==> src/rtl/fp_pkg.sv <==
// Shared floating-point definitions for the FP8 <-> FP16 conversion paths.
package fp_pkg;

  typedef enum logic {
    FMT_E5M2 = 1'b0,
    FMT_E4M3 = 1'b1
  } fp8_fmt_e;

  localparam int FP16_BIAS = 15;
  localparam int E5M2_BIAS = 15;
  localparam int E4M3_BIAS = 7;

  // Canonical quiet NaN magnitude (sign bit supplied separately).
  localparam logic [14:0] FP16_QNAN = 15'h7E00;

  // One accepted input word, held while its beats drain.
  typedef struct packed {
    logic [31:0] word;
    fp8_fmt_e    fmt;
    logic        last;
  } hold_t;

endpackage

==> src/rtl/fp8_to_fp16_unpacker_if.sv <==
// Valid/ready stream bundle for the FP8 -> FP16 unpacker: packed FP8 words in,
// FP16 beats out. master = the surrounding logic, slave = the unpacker.
interface fp8_to_fp16_unpacker_if #(
  parameter int OUT_LANES = 2
) ();

  logic                      in_valid;
  logic                      in_ready;
  logic [31:0]               in_data;
  logic                      in_fmt;
  logic                      in_last;
  logic                      out_valid;
  logic                      out_ready;
  logic [16*OUT_LANES-1:0]   out_data;
  logic                      out_last;

  modport master (
    output in_valid, in_data, in_fmt, in_last, out_ready,
    input  in_ready, out_valid, out_data, out_last
  );

  modport slave (
    input  in_valid, in_data, in_fmt, in_last, out_ready,
    output in_ready, out_valid, out_data, out_last
  );

endinterface

==> src/rtl/fp8_to_fp16.sv <==
// Single-lane exact FP8 (E5M2 or E4M3) to FP16 widening converter.
module fp8_to_fp16
  import fp_pkg::*;
(
  input  logic [7:0]  code,
  input  fp8_fmt_e    fmt,
  output logic [15:0] result
);

  localparam logic [4:0] E5M2_REBIAS = 5'(FP16_BIAS - E5M2_BIAS);
  localparam logic [4:0] E4M3_REBIAS = 5'(FP16_BIAS - E4M3_BIAS);

  logic       sign;
  logic [3:0] e4;
  logic [2:0] m3;

  assign sign = code[7];
  assign e4   = code[6:3];
  assign m3   = code[2:0];

  // Widen one code; E4M3 subnormals are normalised since FP16 has the range.
  always_comb begin
    // NOTE: result gets a default before any branch so no path can infer a latch.
    result = '0;
    if (fmt == FMT_E5M2) begin
      // Same bias: Inf, NaN and subnormals map through with zero-padded mantissa.
      result = {sign, code[6:2] + E5M2_REBIAS, code[1:0], 8'b0};
    end else if (e4 == 4'hF && m3 == 3'h7) begin
      result = {sign, FP16_QNAN};
    end else if (e4 != 4'h0) begin
      result = {sign, {1'b0, e4} + E4M3_REBIAS, m3, 7'b0};
    end else begin
      casez (m3)
        3'b1??:  result = {sign, 5'd8, m3[1:0], 8'b0};
        3'b01?:  result = {sign, 5'd7, m3[0], 9'b0};
        3'b001:  result = {sign, 5'd6, 10'b0};
        default: result = {sign, 15'h0};
      endcase
    end
  end

endmodule

==> src/rtl/fp8_to_fp16_unpacker.sv <==
// Streaming FP8 -> FP16 widener: holds one packed word of four FP8 values and
// emits it as 4/OUT_LANES beats of OUT_LANES FP16 values each.
module fp8_to_fp16_unpacker
  import fp_pkg::*;
#(
  parameter int OUT_LANES = 2
) (
  input  logic                   clk,
  input  logic                   rst_n,
  fp8_to_fp16_unpacker_if.slave  bus
);

  localparam int BEATS = 4 / OUT_LANES;
  localparam int BW    = (BEATS > 1) ? $clog2(BEATS) : 1;
  localparam logic [BW-1:0] LAST_BEAT = BW'(BEATS - 1);

  typedef enum logic {
    EMPTY = 1'b0,
    DRAIN = 1'b1
  } state_e;

  state_e                  state_q, state_d;
  logic [BW-1:0]           beat_q, beat_d;
  hold_t                   hold_q;
  logic                    load;
  logic                    at_last;
  logic                    in_fire;
  logic                    out_fire;
  logic [15:0]             conv [4];
  logic [16*OUT_LANES-1:0] out_data;

  assign at_last       = (beat_q == LAST_BEAT);
  assign bus.out_valid = (state_q == DRAIN);
  // A new word may enter on the same edge that the last beat leaves.
  assign bus.in_ready  = (state_q == EMPTY) ||
                         (state_q == DRAIN && at_last && bus.out_ready);
  assign in_fire       = bus.in_valid && bus.in_ready;
  assign out_fire      = bus.out_valid && bus.out_ready;
  assign bus.out_last  = hold_q.last && at_last;

  // Next-state logic: advance beats on output transfers, reload on input transfers.
  always_comb begin
    state_d = state_q;
    beat_d  = beat_q;
    load    = 1'b0;
    case (state_q)
      EMPTY: begin
        if (in_fire) begin
          state_d = DRAIN;
          beat_d  = '0;
          load    = 1'b1;
        end
      end
      DRAIN: begin
        if (out_fire) begin
          if (!at_last) begin
            beat_d = beat_q + 1'b1;
          end else if (in_fire) begin
            beat_d = '0;
            load   = 1'b1;
          end else begin
            state_d = EMPTY;
            beat_d  = '0;
          end
        end
      end
      default: state_d = EMPTY;
    endcase
  end

  // State, beat counter and holding register.
  always_ff @(posedge clk or negedge rst_n) begin
    // NOTE: the holding register is reset too, so a word caught mid-drain is
    // discarded and out_data reads as converted zeros straight out of reset.
    if (!rst_n) begin
      state_q <= EMPTY;
      beat_q  <= '0;
      hold_q  <= '0;
    end else begin
      // NOTE: non-blocking assignments so every register samples pre-edge values.
      state_q <= state_d;
      beat_q  <= beat_d;
      if (load) begin
        hold_q <= '{word: bus.in_data, fmt: fp8_fmt_e'(bus.in_fmt), last: bus.in_last};
      end
    end
  end

  for (genvar g = 0; g < 4; g++) begin : g_lane
    fp8_to_fp16 u_cvt (
      .code   (hold_q.word[8*g +: 8]),
      .fmt    (hold_q.fmt),
      .result (conv[g])
    );
  end

  // Select the converted lanes belonging to the current beat.
  always_comb begin
    out_data = '0;
    for (int j = 0; j < OUT_LANES; j++) begin
      out_data[16*j +: 16] = conv[2'(int'(beat_q) * OUT_LANES + j)];
    end
  end

  assign bus.out_data = out_data;

endmodule

==> src/flat_wrapper.sv <==
// flat-port wrapper written by rule: the top's interface ports become plain ports
module fp8_to_fp16_unpacker_flat import fp_pkg::*;
#(
  parameter int OUT_LANES = 2
)
  (clk, rst_n, bus_in_valid, bus_in_data, bus_in_fmt, bus_in_last, bus_out_ready, bus_in_ready, bus_out_valid, bus_out_data, bus_out_last);
  fp8_to_fp16_unpacker_if #(.OUT_LANES(OUT_LANES)) bus_i ();
  input  logic clk;
  input  logic rst_n;
  input wire logic [$bits(bus_i.in_valid)-1:0] bus_in_valid;
  input wire logic [$bits(bus_i.in_data)-1:0] bus_in_data;
  input wire logic [$bits(bus_i.in_fmt)-1:0] bus_in_fmt;
  input wire logic [$bits(bus_i.in_last)-1:0] bus_in_last;
  input wire logic [$bits(bus_i.out_ready)-1:0] bus_out_ready;
  output wire logic [$bits(bus_i.in_ready)-1:0] bus_in_ready;
  output wire logic [$bits(bus_i.out_valid)-1:0] bus_out_valid;
  output wire logic [$bits(bus_i.out_data)-1:0] bus_out_data;
  output wire logic [$bits(bus_i.out_last)-1:0] bus_out_last;
  assign bus_i.in_valid = bus_in_valid;
  assign bus_i.in_data = bus_in_data;
  assign bus_i.in_fmt = bus_in_fmt;
  assign bus_i.in_last = bus_in_last;
  assign bus_i.out_ready = bus_out_ready;
  assign bus_in_ready = bus_i.in_ready;
  assign bus_out_valid = bus_i.out_valid;
  assign bus_out_data = bus_i.out_data;
  assign bus_out_last = bus_i.out_last;
  fp8_to_fp16_unpacker #(.OUT_LANES(OUT_LANES)) u_core (.clk(clk), .rst_n(rst_n), .bus(bus_i));
endmodule
==> config.mk <==
export PLATFORM = sky130hd
export DESIGN_NAME = fp8_to_fp16_unpacker_flat
export DESIGN_NICKNAME = d
export VERILOG_FILES = /design/src/rtl/fp_pkg.sv /design/src/rtl/fp8_to_fp16_unpacker_if.sv /design/src/rtl/fp8_to_fp16.sv /design/src/rtl/fp8_to_fp16_unpacker.sv /design/src/flat_wrapper.sv
export SDC_FILE = /design/constraint.sdc
export NUM_CORES = 1
export LEC_CHECK = 0
export CORE_ASPECT_RATIO = 1.5
export CORE_MARGIN = 2
export CORE_UTILIZATION = 51
export CTS_BUF_LIST = sky130_fd_sc_hd__clkbuf_8
export DETAILED_ROUTE_END_ITERATION = 16
export GPL_TIMING_DRIVEN = 1
export PLACE_DENSITY = 0.93
export REMOVE_ABC_BUFFERS = 1
export SKIP_CTS_REPAIR_TIMING = 1
export SLEW_MARGIN = 20
export SYNTH_ARGS = -nofsm -noshare
export SYNTH_HDL_FRONTEND = slang
export SYNTH_SLANG_ARGS = --single-unit
==> constraint.sdc <==
create_clock -name clk -period 5.35 [get_ports clk]
set_input_delay 0.8025 -clock clk [delete_from_list [all_inputs] [get_ports clk]]
set_output_delay 0.8025 -clock clk [all_outputs]
set_load 0.01 [all_outputs]
run_1/wire_density.png
The die is cut into 12 by 17 equal tiles; black is low, pale yellow is high, scaled to the fullest tile. Values are wire area over tile area, all layers added.
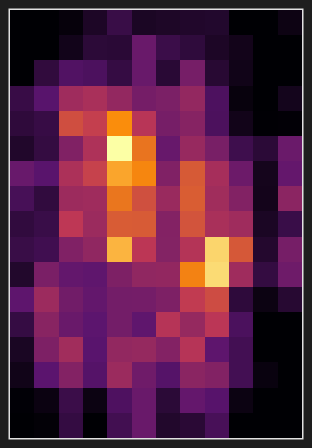
fullest tile: 0.62
tiles over half the peak: 11%
emptiest ninth of the die: north-east
nearly empty tiles: 14%
densest ninth of the die: centre
routed via count: 1,859
Routed WL: 5.01 mm
GRT Util Overall: 21.8%

run_1/metal_stack.png
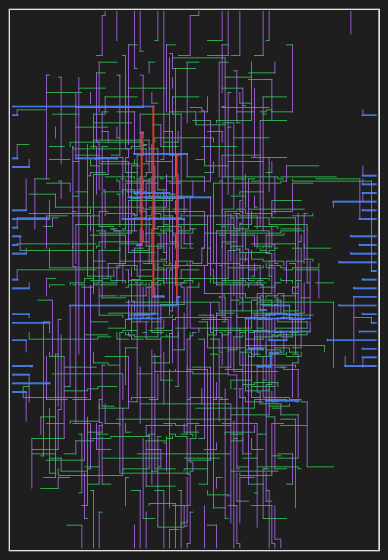
[green] met1 | wire length: 1,900 um
[purple] met2 | wire length: 2,790 um
[blue] met3 | wire length: 255 um
[red] met4 | wire length: 70.0 um
wire per inst: 15.8 um

run_1/final_placement.png
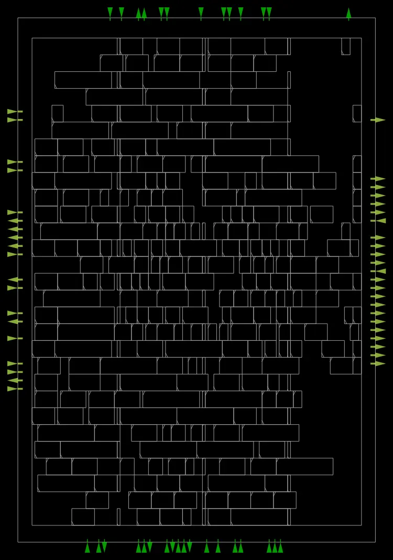
Flops: 36
core box area: 4210 um2
final core utilization: 67.8%
fraction of area in registers: 31.6%
fill cell count: 323

## run 1: metal layers
metal,track usage (%),vias up
li1,-,896
met1,25.8,877
met2,38.3,80
met3,3.96,6
met4,8.46,0
met5,0,-
## run 1: worst min path at each step
stage | to | cells past startpoint | slack, ns
after floorplan | u_core.hold_q[0] | 1 | 0.47
after global placement | u_core.hold_q[25] | 1 | 0.48
after detailed placement | u_core.hold_q[17] | 1 | 0.50
after CTS | u_core.hold_q[17] | 1 | 0.51
after global routing | u_core.hold_q[0] | 1 | 0.53
final | u_core.hold_q[17] | 1 | 0.51
## run 1: critical path, stage by stage, from the launching register on
cell and delay [ns]:
dfrtp_1 1.07, nor2b_1 0.25, o21ai_1 0.23, a21oi_1 0.07, or3_1 0.33, clkdlybuf4s50_1 0.50
==> impl_metrics.py, run 1 <==
# Physical implementation metrics
metrics = {
    "routing": {
        "viasPerCell": 5.85,
        "wl_met3_um": 254,
        "ant_nets": 0,
        "drt_first_pass_iters": 4,
        "top_layer_used": "met4",
    },
    "final_timing": {
        "rsz0062_at_grt": "false",
        "relSlewSlack_pct": 27.3,
        "fin_setup_tns_ns": 0,
        "hold_viol": 0,
    },
    "placement": {
        "dp_hpwl_mm": 3.61,
        "dp.cells": 310,
        "placed_area_um2": 2760,
        "port_buffers": 58,
    },
    "pwr": {
        "combPwrFrac_pct": 51.2,
        "p_leak_nw": 1.15,
        "internal_power_mw": 1.06,
        "switching_share_pct": 40.0,
        "seqPwrFrac_pct": 37.9,
        "power-top-group": "combinational cells",
        "p_per_area_nw_per_um2": 620,
        "p_clk_mw": 0.193,
        "peakVddDrop_v": 0.000431,
    },
    "clock_tree": {
        "clock_path_buffers": 2,
        "clk_pin_slew_ns": 0.07,
        "cts-htree-levels": 2,
        "clockRootBuffer": "clkbuf_8",
    },
    "yosys": {
        "ys.flops": 36,
        "top_area_share_pct": 40.5,
        "adder_share_pct": 0,
        "ys.warnings.count": 0,
        "top_cells_by_area": "dfrtp_1 (41%), mux2_2 (20%), buf_4 (4.7%), mux2i_1 (3.2%), nand2_1 (3.0%)",
        "synth-edff-count": 0,
        "ys_cells": 216,
        "avgSynthCellArea_um2": 10.3,
        "yosysTopAreaCell": "dfrtp_1",
        "synth_xor_xnor_area_share_pct": 0,
        "top_cells_by_count": "mux2_2 (39), dfrtp_1 (36), nand2_1 (18)",
        "top_cell": "mux2_2",
    },
    "setup_path": {
        "r2r-end": "u_core.hold_q[12]",
        "ff2ff_path_depth": 5,
        "r2r_start": "u_core.at_last",
        "ff2ff_setup_slack_ns": 3.21,
        "cp_max_fo": 29,
        "crit_path_end_kind": "output pin",
        "crit_type": "reg2out",
    },
    "finish": {
        "nNonClkBuffers": 59,
        "nonClkBufAreaFrac_pct": 20.4,
        "comb_share_pct": 42.4,
        "clkCellAreaFrac_pct": 3.24,
        "nMultiInputCombCells": 166,
        "logic_area_um2": 1210,
        "inverters": 3,
        "n_antenna_cell": 0,
        "area_delta_synth_final_pct": 28.4,
        "regArea_um2": 901,
        "top_register": "u_core.hold_q",
        "fin_cells": 318,
        "lay_top_count": "clkdlybuf4s50_1",
    },
    "run_status": {
        "outcome": "finished, final reports clean",
    },
    "global_routing": {
        "antenna_found_initial": 0,
        "globalRouteOverflowTotal": 0,
        "grt_pass1_wl_mm": 8.36,
        "grt_max_degree": 37,
    },
    "run": {
        "warning_count": 25,
        "maxCapViolations": 0,
    },
    "floorplan": {
        "fp_util_pct": 52.8,
        "dieHeight_um": 84.9,
        "ios": 73,
        "nWellTaps": 46,
    },
}
run_1/cell_classes.png
Bar = 20 um. Fill, decap, tap and diode cells in grey.
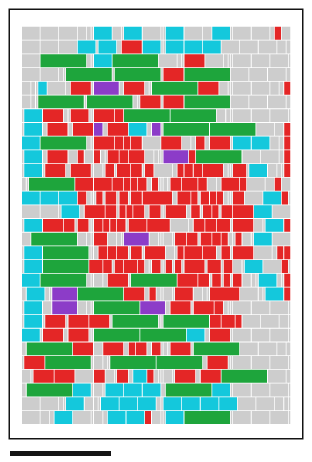

==> run 1 -> run 2 <==
Settings changed: CORE_UTILIZATION 51 to 48, PLACE_DENSITY 0.93 to 0.88.
Clock period 5.35 ns to 3.4 ns, I/O delays scaled along.
run_2/cell_classes.png
Bar = 20 um. Fill, decap, tap and diode cells in grey.
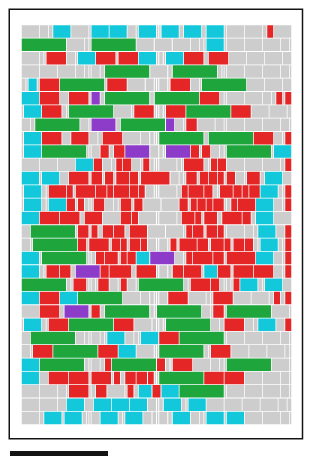
[green] flip-flops | cells: 36 | share of their area: 32%
[purple] clock drivers and dummy loads | cells: 8 | share of their area: 3.3%
[red] all other logic | cells: 169 | share of their area: 43%
[cyan] other buffers and delay cells | cells: 61 | share of their area: 21%
fraction of area in registers: 31.4%
cell area after layout: 2870 um2
final core utilization: 63.8%
core box area: 4500 um2

run_2/met1.png
Supply wires on this layer in grey.
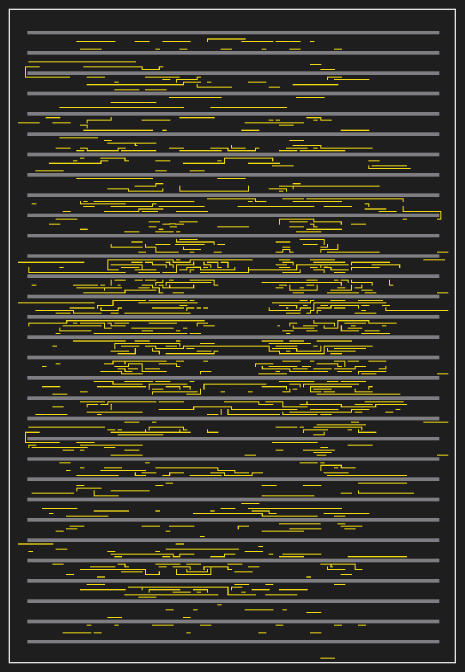
nets with wire on the layer: 260
longest straight run: 18.4 um
main direction: horizontal
Routed WL: 5.04 mm
met1 GRT Util: 26.3%
routed via count: 1,904

==> impl_metrics.py, run 2 <==
# Physical implementation metrics
metrics = {
    "run_status": {
        "outcome": "finished, final reports clean",
    },
    "routing": {
        "drt_first_pass_iters": 5,
        "wl_met2_mm": 2.65,
        "routedLengthMet1_mm": 2.04,
        "top_layer_used": "met4",
        "wl_met3_um": 299,
        "ant_nets": 0,
        "viasPerCell": 5.91,
        "detail_route.wl_per_cell_um": 15.6,
        "drc": 0,
    },
    "worst_hold_path": {
        "hold_path_class": "in2async",
    },
    "finish": {
        "area_delta_synth_final_pct": 29.2,
        "fill_cells": 377,
        "lay_top_cells": "clkdlybuf4s50_1 (57), mux2_2 (39), dfrtp_1 (36)",
        "largest_register_ff_count": 34,
        "fin_cells": 322,
        "top_register": "u_core.hold_q",
        "nets": 311,
        "seq_cells": 36,
        "nMultiInputCombCells": 166,
        "clkCellAreaFrac_pct": 3.22,
        "regArea_um2": 901,
        "nonClkBufAreaFrac_pct": 20.8,
        "lay_top_count": "clkdlybuf4s50_1",
        "n_antenna_cell": 0,
        "nNonClkBuffers": 61,
        "comb_share_pct": 42.1,
        "logic_area_um2": 1210,
        "inverters": 3,
    },
    "final_timing": {
        "hold_viol": 0,
        "period_needed_ns": 3.13,
        "slew_violations": 0,
        "fin_setup_tns_ns": 0,
        "worst_pin_slew_ns": 0.794,
        "setup_viol": 0,
        "rsz0062_at_grt": "false",
        "fin_skew_ns": 0.00450,
        "relSlewSlack_pct": 47.1,
    },
    "setup_path": {
        "r2r_start": "u_core.at_last",
        "crit_chain": "clkinv_1 > a211oi_1 > nor3_1 > a21o_1 > clkdlybuf4s50_1",
        "crit_type": "reg2out",
        "r2r-end": "u_core.hold_q[0]",
        "worst-path-buf-inv": 2,
        "ff2ff_path_depth": 5,
        "ff2ff_setup_slack_ns": 1.76,
        "arrival_ns": 2.62,
        "startpoint_type": "register",
        "cp_slowest_stage_delay_ns": 0.77,
        "crit_path_end_kind": "output pin",
        "cp_max_fo": 21,
        "critPathTopFamily": "buffers and inverters",
        "slowest_stage": "dfrtp_1",
        "crit_path_end": "bus_out_data[25]",
        "crit_cells": 5,
    },
    "pwr": {
        "p_per_area_nw_per_um2": 977,
        "peakVddDrop_v": 0.000506,
        "seqPwrFrac_pct": 36.7,
        "switching_power_mw": 1.13,
        "switching_share_pct": 40.1,
        "p_leak_nw": 1.16,
        "combPwrFrac_pct": 52.5,
        "internal_power_mw": 1.68,
        "p_total_mw": 2.81,
    },
    "placement": {
        "placed_area_um2": 2780,
        "dp_hpwl_mm": 3.64,
        "port_buffers": 58,
        "dp.cells": 314,
        "gp_congestion": 0.908,
    },
    "yosys": {
        "ys_chip_area_um2": 2220,
        "top_cell": "mux2_2",
        "top_cells_by_count": "mux2_2 (39), dfrtp_1 (36), nand2_1 (18)",
        "yosysTopAreaCell": "dfrtp_1",
        "avgSynthCellArea_um2": 10.3,
        "adder_share_pct": 0,
        "flop_cell": "dfrtp_1",
        "synth-edff-count": 0,
        "ys_cells": 216,
        "synth_xor_xnor_area_share_pct": 0,
        "synth-async-reset-ratio_pct": 100,
        "ys.flops": 36,
        "synth_area_um2": 2220,
        "ys.warnings.count": 0,
        "yosys.area_share.simple_pct": 14.7,
        "top_cells_by_area": "dfrtp_1 (41%), mux2_2 (20%), buf_4 (4.7%), mux2i_1 (3.2%), nand2_1 (3.0%)",
        "ys_seq_share_pct": 40.5,
        "netlist_instances": 216,
        "top_area_share_pct": 40.5,
    },
    "floorplan": {
        "nWellTaps": 48,
        "fp_util_pct": 49.4,
        "rows": 30,
        "dieHeight_um": 87.4,
        "ios": 73,
        "chip_area_um2": 5200,
        "die_w_um": 59.6,
    },
    "run": {
        "maxCapViolations": 0,
        "warning_count": 25,
    },
    "global_routing": {
        "grt_busiest_layer": "met2",
        "antenna_found_initial": 0,
        "grt_pass1_vias": 1805,
        "met3_usage_pct": 4.61,
        "grt_usage_pct": 21.1,
        "grt_use_met2_pct": 36.4,
        "grt_pass1_wl_mm": 8.49,
        "globalRouteOverflowTotal": 0,
        "grt_max_degree": 37,
    },
    "clock_tree": {
        "clockRootBuffer": "clkbuf_8",
        "cts_buffers": 5,
        "clock_path_buffers": 2,
        "cts-htree-levels": 2,
        "clk_pin_slew_ns": 0.07,
        "clock_sinks": 36,
    },
}
==> run 2: worst min-delay path by stage <==
| stage | from | end | slack [ns] | cells after the start |
|---|---|---|---|---|
| global route | rst_n | u_core.hold_q[30] | 0.37 | 1 |
| CTS | rst_n | u_core.hold_q[10] | 0.33 | 1 |
| detailed placement | u_core.hold_q[9] | u_core.hold_q[9] | 0.49 | 1 |
| floorplan | rst_n | u_core.at_last | 0.21 | 0 |
| finish | rst_n | u_core.hold_q[30] | 0.31 | 1 |
| global placement | u_core.hold_q[25] | u_core.hold_q[25] | 0.48 | 1 |
==> run 2: power groups by stage <==
stage	Clock, mW	Combinational [mW]	Sequential, mW
final	0.303	1.47	1.03
after global routing	0.333	1.60	1.07
after CTS	0.315	1.48	1.02
after detailed placement	0	1.46	1.02
after global placement	0	1.45	1.01
after floorplan	0	0.880	0.932
run_2/wire_density.png
The die is cut into 12 by 17 equal tiles; black is low, pale yellow is high, scaled to the fullest tile. Values are wire area over tile area, all layers added.
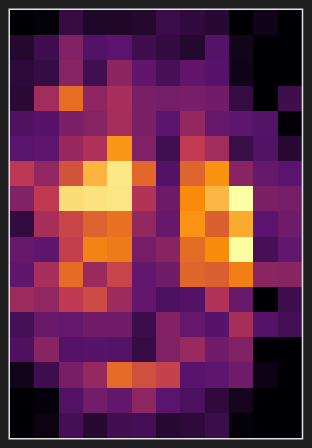

==> run 2 -> run 3 <==
Settings changed: CORE_UTILIZATION 48 to 43, GPL_TIMING_DRIVEN 1 to 0, PLACE_DENSITY 0.88 to 0.84.
Clock period 3.4 ns to 2.5 ns, I/O delays scaled along.
run_3/wire_density.png
The die is cut into 13 by 18 equal tiles; black is low, pale yellow is high, scaled to the fullest tile. Values are wire area over tile area, all layers added.
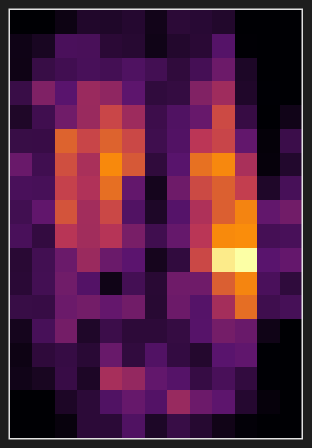
fullest tile: 0.65
densest ninth of the die: east
mean over tiles: 0.15
tiles over half the peak: 12%
nearly empty tiles: 12%
routed via count: 2,010
Routed WL: 5.56 mm

run_3/metal_stack.png
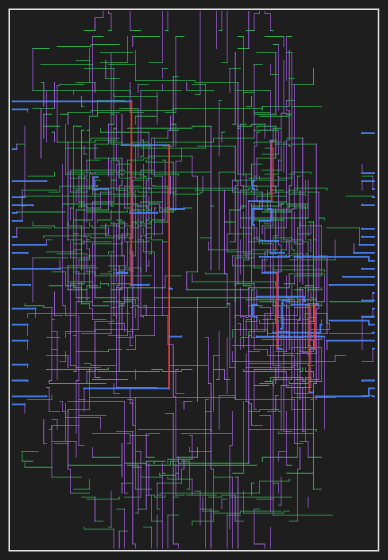
[red] met4 | wire length: 118 um
[blue] met3 | wire length: 276 um
[green] met1 | wire length: 2,220 um
[purple] met2 | wire length: 2,950 um
wire per inst: 15.3 um
GRT Util Overall: 18.4%

==> impl_metrics.py, run 3 <==
# Physical implementation metrics
metrics = {
    "global_routing": {
        "use_met1_pct": 21.7,
        "grt_pass1_vias": 1804,
        "antenna_found_initial": 0,
        "grt_busiest_layer": "met2",
        "grt_pass1_wl_mm": 8.47,
    },
    "final_timing": {
        "worst_pin_slew_ns": 0.782,
        "period_needed_ns": 2.57,
        "setup_slack_ns": -0.0652,
        "setup_viol": 1,
        "hold_viol": 0,
        "fin_setup_tns_ns": -0.0652,
        "slew_violations": 0,
        "rsz0062_at_grt": "true",
    },
    "setup_path": {
        "crit_cells": 5,
        "startpoint_type": "register",
        "cp_max_fo": 6,
        "r2r_start": "u_core.at_last",
        "ff2ff_setup_slack_ns": 0.38,
        "ff2ff_path_depth": 5,
        "r2r-end": "u_core.hold_q[27]",
        "worst-path-buf-inv": 1,
        "crit_path_end_kind": "output pin",
        "cp_slowest_stage_delay_ns": 0.58,
    },
    "yosys": {
        "synth-async-reset-ratio_pct": 100,
        "synth_area_um2": 2220,
        "avgSynthCellArea_um2": 10.3,
        "synth-edff-count": 0,
        "ys_cells": 216,
        "ys.flops": 36,
        "ys_chip_area_um2": 2220,
        "top_cells_by_count": "mux2_2 (39), dfrtp_1 (36), nand2_1 (18)",
        "top_area_share_pct": 40.5,
        "flop_cell": "dfrtp_1",
    },
    "placement": {
        "placed_area_um2": 2810,
        "dp_hpwl_mm": 3.64,
    },
    "run_status": {
        "failed_checks": "negative setup slack",
        "outcome": "finished with violations",
    },
    "finish": {
        "largest_register_ff_count": 34,
        "logic_area_um2": 1280,
        "area_delta_synth_final_pct": 43.0,
        "nMultiInputCombCells": 166,
        "fill_cells": 434,
        "lay_top_cells": "clkdlybuf4s50_1 (46), mux2_2 (39), buf_4 (22), dfrtp_1 (22), nand2_1 (17)",
        "regArea_um2": 923,
        "final_util_pct": 63.0,
        "inverters": 3,
    },
    "floorplan": {
        "dieHeight_um": 92.1,
        "ios": 73,
        "core_um2": 5040,
        "nWellTaps": 68,
        "chip_area_um2": 5770,
        "rows": 32,
        "fp_util_pct": 44.1,
    },
    "clock_tree": {
        "cts_buffers": 5,
        "clock_sinks": 36,
        "cts-htree-levels": 2,
    },
    "run": {
        "warning_count": 26,
        "maxCapViolations": 0,
    },
    "pwr": {
        "p_per_area_nw_per_um2": 1310,
        "peakVddDrop_v": 0.000708,
        "p_total_mw": 4.17,
    },
    "routing": {
        "ant_nets": 0,
        "routedLengthMet1_mm": 2.22,
        "top_layer_used": "met4",
    },
    "worst_hold_path": {
        "hold_path_class": "in2async",
    },
}
-- run 3: power breakdown --
part           internal, mW  switching, mW  total (mW)
Sequential            0.903          0.536        1.44
Combinational          1.36          0.955        2.32
Clock                 0.220          0.198       0.417
Total                  2.48           1.69        4.17
-- run 3: worst max path at each step --
stage / end / slack, ns
finish: bus_out_data[9] / -0.07
global route: bus_out_data[9] / -0.16
CTS: bus_out_data[13] / -0.70
detailed placement: bus_out_data[13] / -0.38
global placement: u_core.hold_q[7] / -0.39
floorplan: u_core.hold_q[0] / 0.17
-- run 3: logic make-up after synthesis --
group / synth area share, %
AND-OR/OR-AND: 14.5
other: 0.169
buffers and inverters: 7.26
multiplexers: 22.9
AND/OR/NAND/NOR: 14.7
flip-flops: 40.5
Power is estimated from default activity; no workload was simulated.
